File: config.mk
export PLATFORM = sky130hd
export DESIGN_NAME = ex_muldiv_unit_flat
export DESIGN_NICKNAME = d
export VERILOG_FILES = /design/src/rtl/ex_muldiv_unit_if.sv /design/src/rtl/ex_muldiv_unit.sv /design/src/flat_wrapper.sv
export SDC_FILE = /design/constraint.sdc
export NUM_CORES = 1
export LEC_CHECK = 0
export CELL_PAD_IN_SITES_DETAIL_PLACEMENT = 0
export CELL_PAD_IN_SITES_GLOBAL_PLACEMENT = 2
export CORE_ASPECT_RATIO = 2
export CORE_MARGIN = 3
export CORE_UTILIZATION = 33
export CTS_CLUSTER_DIAMETER = 120
export CTS_CLUSTER_SIZE = 40
export DETAILED_ROUTE_END_ITERATION = 10
export PLACE_DENSITY_LB_ADDON = 0.05
export RECOVER_POWER = 50
export SLEW_MARGIN = 10
export SYNTH_ARGS = -nofsm -noshare
export SYNTH_HDL_FRONTEND = slang
export SYNTH_SLANG_ARGS = --single-unit
File: constraint.sdc
create_clock -name clk -period 4.91 [get_ports clk]
set_clock_uncertainty 0.15 [all_clocks]
set_input_delay 0.491 -clock clk [delete_from_list [all_inputs] [get_ports clk]]
set_output_delay 0.491 -clock clk [all_outputs]
set_load 0.05 [all_outputs]
File: src/rtl/ex_muldiv_unit_if.sv
// Request/response bundle between the EX stage and the iterative RV32M multiply/divide unit.
interface ex_muldiv_unit_if #(
    parameter int XLEN = 32
);
    logic            squash_i;
    logic            start_i;
    logic [2:0]      func3_i;
    logic [XLEN-1:0] op1_i;
    logic [XLEN-1:0] op2_i;
    logic            busy_o;
    logic            done_o;
    logic [XLEN-1:0] result_o;

    modport master (
        output squash_i, start_i, func3_i, op1_i, op2_i,
        input  busy_o, done_o, result_o
    );

    modport slave (
        input  squash_i, start_i, func3_i, op1_i, op2_i,
        output busy_o, done_o, result_o
    );
endinterface

File: src/rtl/ex_muldiv_unit.sv
// Iterative RV32M multiply/divide: magnitudes in, unsigned shift-add / restoring-divide core,
// sign fix-up on the way out. UNROLL result bits are retired per BUSY cycle.
module ex_muldiv_unit #(
    parameter int XLEN   = 32,
    parameter int UNROLL = 1
) (
    input  logic            clk,
    input  logic            rst_i,
    ex_muldiv_unit_if.slave bus
);
    localparam int N     = XLEN / UNROLL;
    localparam int CNT_W = $clog2(N + 1);
    localparam int W2    = 2 * XLEN;

    if (XLEN % UNROLL != 0) begin : g_unroll_check
        $error("ex_muldiv_unit: XLEN must be a multiple of UNROLL");
    end

    localparam logic [2:0] F_MUL    = 3'b000;
    localparam logic [2:0] F_MULH   = 3'b001;
    localparam logic [2:0] F_MULHSU = 3'b010;
    localparam logic [2:0] F_MULHU  = 3'b011;
    localparam logic [2:0] F_DIV    = 3'b100;
    localparam logic [2:0] F_DIVU   = 3'b101;
    localparam logic [2:0] F_REM    = 3'b110;

    typedef enum logic [1:0] {IDLE, BUSY, DONE} state_t;

    function automatic logic [XLEN-1:0] neg_if(input logic [XLEN-1:0] v, input logic neg);
        return neg ? -v : v;
    endfunction

    function automatic logic [W2-1:0] neg_if_w(input logic [W2-1:0] v, input logic neg);
        return neg ? -v : v;
    endfunction

    state_t            state_q, state_d;
    logic [CNT_W-1:0]  cnt_q;
    logic [2:0]        func3_q;
    logic              neg_q;
    logic              rneg_q;
    logic              dz_q;
    logic [XLEN-1:0]   b_q;
    logic [W2-1:0]     acc_q;
    logic [XLEN-1:0]   result_q;

    logic              accept;
    logic              last;
    logic signed [XLEN-1:0] op1_s, op2_s;
    logic              signed1, signed2, neg1, neg2;
    logic [XLEN-1:0]   mag1, mag2;
    logic [W2-1:0]     acc_nxt;
    logic [XLEN:0]     shifted;
    logic [XLEN:0]     sum;
    logic [W2-1:0]     prod;
    logic [XLEN-1:0]   res_fin;

    assign accept = bus.start_i && !bus.squash_i && (state_q == IDLE || state_q == DONE);
    assign last   = (state_q == BUSY) && (cnt_q == CNT_W'(N - 1));

    always_comb begin
        state_d = state_q;
        if (bus.squash_i) begin
            state_d = IDLE;
        end else begin
            case (state_q)
                IDLE:    if (accept) state_d = BUSY;
                BUSY:    if (last) state_d = DONE;
                DONE:    state_d = accept ? BUSY : IDLE;
                default: state_d = IDLE;
            endcase
        end
    end

    // Operand capture: MULHSU is signed only on op1; MUL's low half is sign-agnostic.
    always_comb begin
        op1_s   = bus.op1_i;
        op2_s   = bus.op2_i;
        signed1 = (bus.func3_i == F_MULH) || (bus.func3_i == F_MULHSU) ||
                  (bus.func3_i == F_DIV)  || (bus.func3_i == F_REM);
        signed2 = (bus.func3_i == F_MULH) || (bus.func3_i == F_DIV) || (bus.func3_i == F_REM);
        neg1    = signed1 && (op1_s < 0);
        neg2    = signed2 && (op2_s < 0);
        mag1    = neg_if(bus.op1_i, neg1);
        mag2    = neg_if(bus.op2_i, neg2);
    end

    // acc holds {hi, multiplier} for multiply and {remainder, quotient} for divide.
    always_comb begin
        acc_nxt = acc_q;
        shifted = '0;
        sum     = '0;
        for (int i = 0; i < UNROLL; i++) begin
            if (func3_q[2]) begin
                shifted = {acc_nxt[W2-1:XLEN], acc_nxt[XLEN-1]};
                if (shifted >= {1'b0, b_q})
                    acc_nxt = {shifted[XLEN-1:0] - b_q, acc_nxt[XLEN-2:0], 1'b1};
                else
                    acc_nxt = {shifted[XLEN-1:0], acc_nxt[XLEN-2:0], 1'b0};
            end else begin
                sum     = {1'b0, acc_nxt[W2-1:XLEN]} + (acc_nxt[0] ? {1'b0, b_q} : '0);
                acc_nxt = {sum, acc_nxt[XLEN-1:1]};
            end
        end
    end

    always_comb begin
        prod = neg_if_w(acc_nxt, neg_q);
        case (func3_q)
            F_MUL:                     res_fin = prod[XLEN-1:0];
            F_MULH, F_MULHSU, F_MULHU: res_fin = prod[W2-1:XLEN];
            F_DIV, F_DIVU:             res_fin = dz_q ? '1 : neg_if(acc_nxt[XLEN-1:0], neg_q);
            default:                   res_fin = neg_if(acc_nxt[W2-1:XLEN], rneg_q);
        endcase
    end

    always_ff @(posedge clk or posedge rst_i) begin
        if (rst_i) begin
            state_q  <= IDLE;
            cnt_q    <= '0;
            func3_q  <= '0;
            neg_q    <= 1'b0;
            rneg_q   <= 1'b0;
            dz_q     <= 1'b0;
            b_q      <= '0;
            acc_q    <= '0;
            result_q <= '0;
        end else begin
            state_q <= state_d;
            if (accept) begin
                cnt_q   <= '0;
                func3_q <= bus.func3_i;
                neg_q   <= neg1 ^ neg2;
                rneg_q  <= neg1;
                dz_q    <= (bus.op2_i == '0);
                b_q     <= mag2;
                acc_q   <= {{XLEN{1'b0}}, mag1};
            end else if (state_q == BUSY && !bus.squash_i) begin
                cnt_q <= cnt_q + CNT_W'(1);
                acc_q <= acc_nxt;
                if (last) result_q <= res_fin;
            end
        end
    end

    assign bus.busy_o   = (state_q == BUSY);
    assign bus.done_o   = (state_q == DONE);
    assign bus.result_o = result_q;
endmodule

File: src/flat_wrapper.sv
// flat-port wrapper written by rule: the top's interface ports become plain ports
module ex_muldiv_unit_flat 
#(
    parameter int XLEN   = 32,
    parameter int UNROLL = 1
)
  (clk, rst_i, bus_squash_i, bus_start_i, bus_func3_i, bus_op1_i, bus_op2_i, bus_busy_o, bus_done_o, bus_result_o);
  ex_muldiv_unit_if #(.XLEN(XLEN)) bus_i ();
  input  logic clk;
  input  logic rst_i;
  input wire logic [$bits(bus_i.squash_i)-1:0] bus_squash_i;
  input wire logic [$bits(bus_i.start_i)-1:0] bus_start_i;
  input wire logic [$bits(bus_i.func3_i)-1:0] bus_func3_i;
  input wire logic [$bits(bus_i.op1_i)-1:0] bus_op1_i;
  input wire logic [$bits(bus_i.op2_i)-1:0] bus_op2_i;
  output wire logic [$bits(bus_i.busy_o)-1:0] bus_busy_o;
  output wire logic [$bits(bus_i.done_o)-1:0] bus_done_o;
  output wire logic [$bits(bus_i.result_o)-1:0] bus_result_o;
  assign bus_i.squash_i = bus_squash_i;
  assign bus_i.start_i = bus_start_i;
  assign bus_i.func3_i = bus_func3_i;
  assign bus_i.op1_i = bus_op1_i;
  assign bus_i.op2_i = bus_op2_i;
  assign bus_busy_o = bus_i.busy_o;
  assign bus_done_o = bus_i.done_o;
  assign bus_result_o = bus_i.result_o;
  ex_muldiv_unit #(.XLEN(XLEN), .UNROLL(UNROLL)) u_core (.clk(clk), .rst_i(rst_i), .bus(bus_i));
endmodule
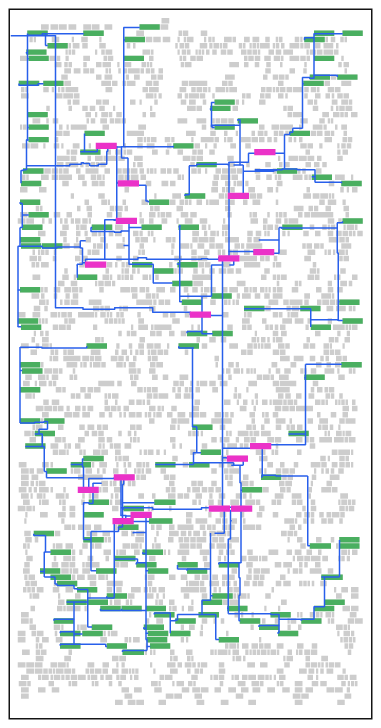
Run 1: clock distribution
[flip-flops] green | count: 142
[clock wires] blue | length: 2,840 um
[clock drivers] magenta | count: 17
flops lie: spread over the die
routed clock nets: 18

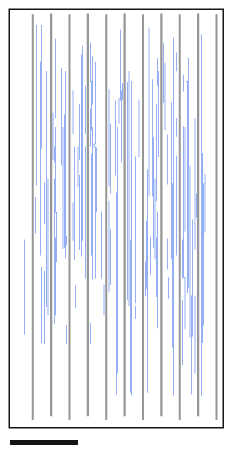
Run 1: metal 4
Bar = 50 um. Supply wires on this layer in grey.
longest straight run: 267 um
nets with wire on the layer: 93
main direction: vertical

==> results.py <==
# Generated from Yosys and OpenROAD reports
metrics = {
    "sta": {
        "hold_viol": 0,
        "period_needed_ps": 4790,
        "maxSlewViolCount": 69,
        "setup_viol": 0,
        "worst_slack_ps": 124,
        "fmax_mhz": 209,
        "worstMarginPinSlew_ps": 3510,
    },
    "clock_tree": {
        "clk-insertion-delay-late_ps": 450,
        "clkSinkCount": 142,
        "path_clk_slew_ps": 70,
        "cts_buffers": 17,
        "cts_tree": "done",
        "clockRootBuffer": "clkbuf_16",
        "h-tree-depth": 4,
    },
    "hold_path": {
        "min_delay_path_depth": 2,
        "hp-class": "flip-flop to flip-flop",
    },
    "yosys": {
        "yosys_warnings": 0,
        "edf_count": 0,
        "syn_inst": 1952,
        "synth_seq_share_pct": 23.6,
        "top_cells_by_count": "nand2_1 (243), o21ai_0 (194), dfrtp_1 (142), a21oi_1 (132), nor2_1 (131)",
        "ys.flops": 142,
        "yosys-stat-area_um2": 15000,
        "topCellsByArea": "dfrtp_1 (24%), o21ai_0 (6.5%), nand2_1 (6.1%)",
        "top_area_share_pct": 23.6,
    },
    "floorplanning": {
        "ios": 105,
        "row_count": 110,
        "die_x_um": 157,
        "die-area_um2": 48400,
    },
    "flow_run": {
        "maxCapViolCount": 1,
    },
    "status": {
        "outcome": "finished with violations",
        "violations": "capacitance limit, slew limit",
    },
    "detailed_routing": {
        "via_per_inst": 5.89,
        "drtPass1Iterations": 7,
        "ant_nets": 0,
        "wirelength_um": 77800,
    },
    "final_layout": {
        "fin_area_um2": 19900,
        "antenna_cells": 0,
        "utilization_pct": 44.2,
        "drive_above_1_share_pct": 22.3,
        "mostFrequentLayoutCell": "buf_4",
    },
    "global_route": {
        "grtUsageTotal_pct": 31.9,
        "grt_pass1_vias": 17200,
    },
    "power_and_ir_drop": {
        "ir_worst_vdd_mv": 0.253,
        "power.density_nw_per_um2": 702,
    },
    "setup_path": {
        "ff2ff_path_depth": 16,
        "crit_path_end_kind": "flip-flop",
        "path_max_fanout": 8,
        "critical_path_required_ps": 5100,
        "cp-start-kind": "flip-flop",
    },
}
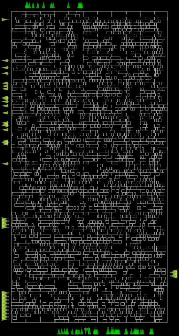
Run 1: cell placement
seq_cells: 142
Tapcells: 560

-- run 1: registers in the layout, summed over array words and instances, names as in the netlist --
signal and flops:
u_core.acc_q 64, u_core.b_q 32, u_core.bus.result_o 32, u_core.cnt_q 6, u_core.func3_q 3, u_core.state_q 2, u_core.dz_q 1, u_core.neg_q 1
u_core.rneg_q 1
-- run 1: critical path, cell delays in order, from the launching register on --
cell,delay [ps]
dfrtp_2,470
and2_1,170
ha_1,200
fa_1,420
a211oi_2,330
o21ai_2,140
or4b_4,250
buf_4,120
a31oi_1,140
or3_1,350
a221o_1,360
a21oi_4,270
nand4_1,170
or3_1,430
and3_1,200
o31a_1,280
a22o_1,200
-- run 1: cell families (layout without fill, tap and decap cells) --
kind of cell,count (synthesis),in the layout,share of synthesized area (%)
adders and majority gates,70,70,5.92
xor gates and xnor gates,146,146,8.50
buffers and inverters,186,574,5.18
DFF,142,142,23.6
and+or+nand+nor,691,691,23.2
AOI/OAI and AO/OA,668,668,30.2
muxes,49,49,3.38
-- run 1: power by group --
part	internal, mW	switching (mW)
clock network	0.715	0.650
logic	4.55	6.28
registers	1.45	0.327
-- run 1: layout make-up --
| type | instances | area (um2) | share of cell area, % |
|---|---|---|---|
| multi-input cells | 1624 | 10900 | 54.9 |
| repair buffers | 471 | 3870 | 19.5 |
| flip-flops and latches | 142 | 3560 | 17.9 |
| well taps | 560 | 701 | 3.52 |
| clock buffers | 17 | 425 | 2.14 |
| inverters | 71 | 268 | 1.35 |
| clock inverters | 15 | 149 | 0.748 |
-- run 1: path summary, 6_finish.rpt --
kind,startpoint,end,slack [ps]
max reg2reg,u_core.acc_q[0],u_core.bus.result_o[22],120
min in group asynchronous,rst_i,u_core.acc_q[20],1350
max in group asynchronous,rst_i,u_core.b_q[17],1110
max,u_core.acc_q[0],u_core.bus.result_o[22],120
min,u_core.bus.result_o[24],u_core.bus.result_o[24],330
min reg2reg,u_core.bus.result_o[24],u_core.bus.result_o[24],330
-- run 1: per-layer routing --
metal	up-vias	track usage, %	routed length, um
met4	0	25.6	7890
met5	-	0	0
met2	591	59.2	41100
li1	7990	-	-
met1	8299	31.6	26200
met3	214	2.84	2610
-- run 1: stage by stage --
step	power [mW]	hold slack [ps]	setup TNS [ps]	instances
floorplan	7.09	306	0	1952
global placement	12.2	317	-545	2857
detailed placement	12.2	323	-575	2857
CTS	13.7	340	0	2891
global route	14.8	371	-16.5	2900
finish	14.0	331	0	2900
-- run 1: repair_timing --
action | in CTS | in global routing
setup endpoints to repair | 15 | 23
setup buffers | 2 | 9
hold buffers | 0 | 0
gates resized | 12 | 39
pin swaps | 1 | 15
Power is estimated from default activity; no workload was simulated.
